$ cat config.mk
export PLATFORM = sky130hd
export DESIGN_NAME = example_consumer
export DESIGN_NICKNAME = d
export VERILOG_FILES = /design/src/rtl/example_consumer.sv
export SDC_FILE = /design/constraint.sdc
export NUM_CORES = 1
export LEC_CHECK = 0
export ABC_AREA = 0
export CORE_ASPECT_RATIO = 0.9
export CORE_MARGIN = 5
export CORE_UTILIZATION = 27
export DETAILED_ROUTE_END_ITERATION = 8
export SYNTH_ARGS = -nofsm -noshare
export SYNTH_HDL_FRONTEND = slang
export SYNTH_SLANG_ARGS = --single-unit
$ cat constraint.sdc
create_clock -name pcieClk_in -period 4.8 [get_ports pcieClk_in]
set_input_delay 0.96 -clock pcieClk_in [delete_from_list [all_inputs] [get_ports pcieClk_in]]
set_output_delay 0.96 -clock pcieClk_in [all_outputs]
set_load 0.02 [all_outputs]
$ cat src/rtl/example_consumer.sv
// example_consumer: rate-limited sink for the CPU-to-FPGA (C2F) queue.
//
// Accepts 64-bit QWs over a valid/ready handshake. Acceptance is paced by a
// fractional credit accumulator driven by rate_in (Reff = min(rate_in, 256),
// throughput Reff/256 QWs per cycle). Every accepted QW is folded into a
// 64-bit running checksum and counted. A one-cycle pulse marks each fully
// consumed chunk of CHUNK_QWS QWs.
//
// Ports:
//   pcieClk_in     clock, all state updates on the rising edge
//   pcieRst_in     synchronous active-high reset
//   rate_in        CONSUMER_RATE register (0 = disabled, >=256 = full rate)
//   c2fData_in     QW from the C2F buffer reader
//   c2fValid_in    c2fData_in is valid
//   c2fReady_out   consumer accepts this cycle (registered)
//   cksumClear_in  one-cycle pulse, clears checksum and QW count
//   checksum_out   running checksum, mod 2^64
//   qwCount_out    QWs accepted since reset/clear, wraps
//   chunkDone_out  one-cycle pulse after the last QW of each chunk
//   idle_out       registered: valid was low last cycle (so no fire either)
module example_consumer #(
  parameter int unsigned CHUNK_QWS     = 512,
  parameter int unsigned QWCOUNT_WIDTH = 32
) (
  input  logic                     pcieClk_in,
  input  logic                     pcieRst_in,
  input  logic [31:0]              rate_in,
  input  logic [63:0]              c2fData_in,
  input  logic                     c2fValid_in,
  output logic                     c2fReady_out,
  input  logic                     cksumClear_in,
  output logic [63:0]              checksum_out,
  output logic [QWCOUNT_WIDTH-1:0] qwCount_out,
  output logic                     chunkDone_out,
  output logic                     idle_out
);

  localparam int unsigned ChunkIdxW = (CHUNK_QWS > 1) ? $clog2(CHUNK_QWS) : 1;
  localparam logic [ChunkIdxW-1:0] ChunkLast = ChunkIdxW'(CHUNK_QWS - 1);

  logic [8:0]               r_acc;
  logic                     r_token;
  logic [ChunkIdxW-1:0]     r_chunk_idx;
  logic [63:0]              r_checksum;
  logic [QWCOUNT_WIDTH-1:0] r_qw_count;
  logic                     r_chunk_done;
  logic                     r_idle;

  logic [8:0]  w_reff;
  logic        w_fire;
  logic [9:0]  w_sum;
  logic [9:0]  w_sum_wrap;
  logic        w_chunk_last;

  always_comb begin
    w_reff       = (rate_in > 32'd256) ? 9'd256 : rate_in[8:0];
    w_fire       = c2fValid_in & r_token;
    w_sum        = {1'b0, r_acc} + {1'b0, w_reff};
    w_sum_wrap   = w_sum - 10'd256;
    w_chunk_last = (r_chunk_idx == ChunkLast);
  end

  always_ff @(posedge pcieClk_in) begin
    if (pcieRst_in) begin
      r_acc        <= 9'd0;
      r_token      <= 1'b0;
      r_chunk_idx  <= '0;
      r_checksum   <= 64'd0;
      r_qw_count   <= '0;
      r_chunk_done <= 1'b0;
      r_idle       <= 1'b1;
    end else begin
      // Credit only moves when the token is free or being spent; a held
      // token freezes the accumulator so no credit is lost while stalled.
      if (!r_token || w_fire) begin
        if (w_sum >= 10'd256) begin
          r_token <= 1'b1;
          r_acc   <= w_sum_wrap[8:0];
        end else begin
          r_token <= 1'b0;
          r_acc   <= w_sum[8:0];
        end
      end

      // Clear wins over accumulation, but a same-cycle fire still counts.
      if (cksumClear_in) begin
        r_checksum <= w_fire ? c2fData_in : 64'd0;
        r_qw_count <= w_fire ? QWCOUNT_WIDTH'(1) : '0;
      end else if (w_fire) begin
        r_checksum <= r_checksum + c2fData_in;
        r_qw_count <= r_qw_count + 1'b1;
      end

      // Chunk position follows the ring and is deliberately not cleared.
      if (w_fire) begin
        r_chunk_idx <= r_chunk_idx + 1'b1;
      end
      r_chunk_done <= w_fire & w_chunk_last;

      // A fire implies valid, so "no valid and no fire" reduces to ~valid.
      r_idle <= ~c2fValid_in;
    end
  end

  assign c2fReady_out  = r_token;
  assign checksum_out  = r_checksum;
  assign qwCount_out   = r_qw_count;
  assign chunkDone_out = r_chunk_done;
  assign idle_out      = r_idle;

endmodule

==> qor.csv <==
stage,metric,value,unit
outcome,run status,"complete, no violations",
setup_path,Critical Path Start Type,primary input,
yosys,YS chip area,9390,sq um
hold_path,worst min-delay path class,reg -> reg,
clock_network,Latency at later pin,430,ps
yosys,Cell Type Count,73,
place,number of I/O port buffers,198,
drt,WL met3,1960,um
floorplanning,row count,64,
yosys,Post-synth ARST share,0,%
setup_path,WS Path Type,in -> reg,
yosys,Synth area leader,dfxtp_1,
drt,metal2 WL,14900,um
floorplanning,Pre-Place Util,27.5,%
drt,drt total wl,32400,um
sta,f_max,0.247,GHz
yosys,syn_nets,1447,
sta,final setup violation count,0,
power_and_ir_drop,Peak VDD IR,0.000232,V
yosys,ys cells,1270,
clock_network,clk slew on worst S/H paths,60,ps
setup_path,"Largest stage delay, worst path",490,ps
floorplanning,# IOs,199,
run,tool warnings,26,
## cells by family (layout without fill, tap and decap cells)
family / count (synthesis) / in the layout / synth area share [%]
simple gates: 495 / 495 / 25.0
mux: 9 / 9 / 0.959
xor+xnor: 83 / 83 / 7.74
flops: 117 / 117 / 24.9
fa+ha+maj: 77 / 77 / 10.4
compound gates: 390 / 390 / 27.0
buf+inv: 99 / 263 / 4.00
## where the power goes
group | internal (uW) | total, uW | switching, uW
logic | 329 | 769 | 440
clock network | 689 | 1240 | 548
registers | 1000 | 1030 | 31.4
total | 2020 | 3040 | 1020
## worst max-delay path: cells and delay by family
kind / cells / cell delay (ps)
xor+xnor: 1 / 150
simple gates: 3 / 560
compound gates: 6 / 1540
fa+ha+maj: 2 / 580
buf+inv: 2 / 540
## layer usage
layer / vias up / global-route usage (%)
met5: - / 0
met4: 2 / 4.17
met3: 36 / 4.11
met2: 245 / 26.6
met1: 4613 / 22.0
li1: 4924 / -
## cell type report
class	count	area, sq um	share of cell area [%]
multi-input cells	1054	6680	54.3
clock inverters	14	116	0.946
flip-flops and latches	117	2340	19.0
repair buffers	208	2060	16.7
well taps	462	578	4.70
clock buffers	18	439	3.57
inverters	23	86.3	0.702
## state kept, by name, indices dropped and copies added (netlist names)
register       cells
c2fReady_out       1
checksum_out      64
chunkDone_out      1
idle_out           1
qwCount_out       32
r_acc              9
r_chunk_idx        9
## cells in the mapped netlist (4+ instances only)
| master | instances |
|---|---|
| nor2_1 | 114 |
| o22ai_1 | 11 |
| nand2_1 | 174 |
| nand4b_1 | 4 |
| o21a_1 | 11 |
| nor2b_1 | 8 |
| ha_1 | 75 |
| mux2i_1 | 9 |
| a21oi_1 | 137 |
| nor3b_1 | 5 |
| nand3_1 | 50 |
| a211oi_1 | 7 |
| o31ai_1 | 8 |
| a31o_2 | 4 |
| clkbuf_1 | 67 |
| nand2b_1 | 16 |
| and3_1 | 19 |
| and4_1 | 4 |
| inv_1 | 23 |
| and2_1 | 14 |
| o21ai_0 | 61 |
| nor4_1 | 8 |
| nand4_1 | 32 |
| dfxtp_1 | 117 |
| or3_1 | 13 |
| a21boi_0 | 5 |
| buf_1 | 6 |
| a221oi_1 | 13 |
| a31oi_1 | 24 |
| o21bai_1 | 12 |
| a21oi_2 | 4 |
| a21o_1 | 41 |
| a22oi_1 | 13 |
| xor2_1 | 40 |
| nor3_1 | 18 |
| xnor2_1 | 43 |
## worst paths after layout
| path | from | to | slack [ps] |
|---|---|---|---|
| min | r_acc[8]$_SDFFE_PP0P_ | r_acc[8]$_SDFFE_PP0P_ | 460 |
| max | c2fData_in[0] | checksum_out[56]$_SDFFE_PP0P_ | 750 |
| min reg2reg | r_acc[8]$_SDFFE_PP0P_ | r_acc[8]$_SDFFE_PP0P_ | 460 |
| max reg2reg | checksum_out[0]$_SDFFE_PP0P_ | checksum_out[56]$_SDFFE_PP0P_ | 1400 |
## stage by stage
step           util [%]  setup slack, ps
3_3_place_gp       34.4              471
6_report           36.0              747
2_1_floorplan         -             1210
3_5_place_dp       34.4              275
4_1_cts            36.0              728
5_1_grt            36.0              265
Figure 1. Metal 1.
Scale: 3 px per um. Supply wires on this layer in grey. Cells faint in the background.
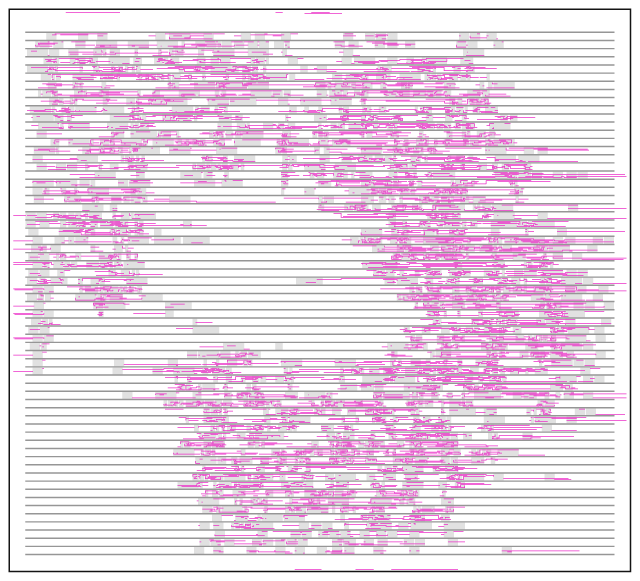
nets with wire on the layer: 1491
longest straight run: 42.8 um

Figure 2. Track usage over the die.
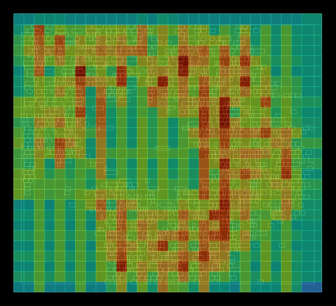
grt peak-use layer: met2
GRT met3 Usage: 4.11%
routed len/inst: 17.1 um
Final Util: 36.0%

Figure 3. Met4 routing.
Scale: 2 px per um. Supply wires on this layer in grey.
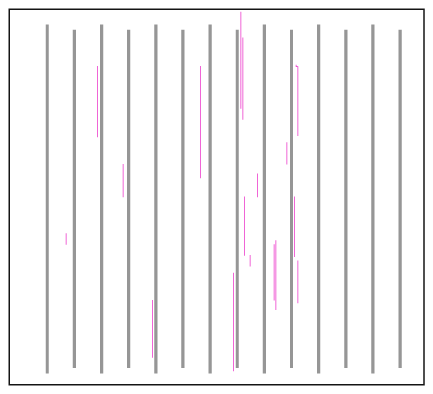
wire length on this layer: 486 um
share of all routed wire: 1.5%
longest straight run: 55.8 um

Figure 4. Sequential cells coloured by netlist name.
Scale: 2 px per um.
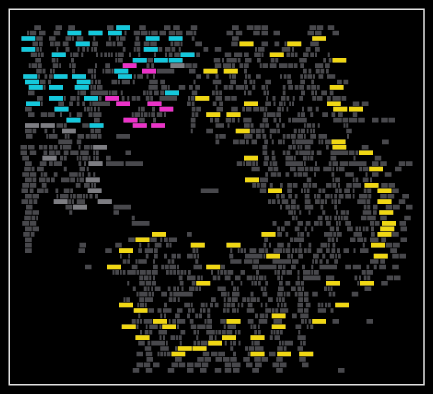
[magenta] r_chunk_idx | sequential cells: 9
[yellow] checksum_out | sequential cells: 64
[cyan] qwCount_out | sequential cells: 32 | where: top left
not coloured: 12

Figure 5. Signal wires by layer.
Scale: 2 px per um. Only two layers are drawn.
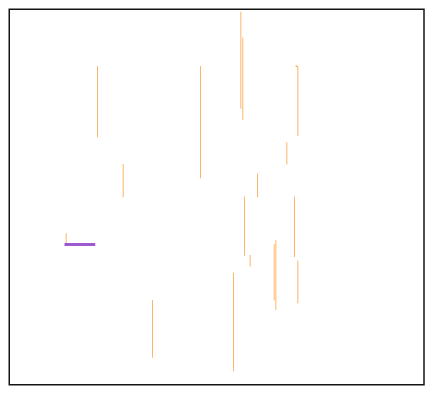
[purple] metal 5 | wire length: 13.8 um
[orange] metal 4 | wire length: 486 um

No activity file was given, so power comes from the tool's default toggle rates.
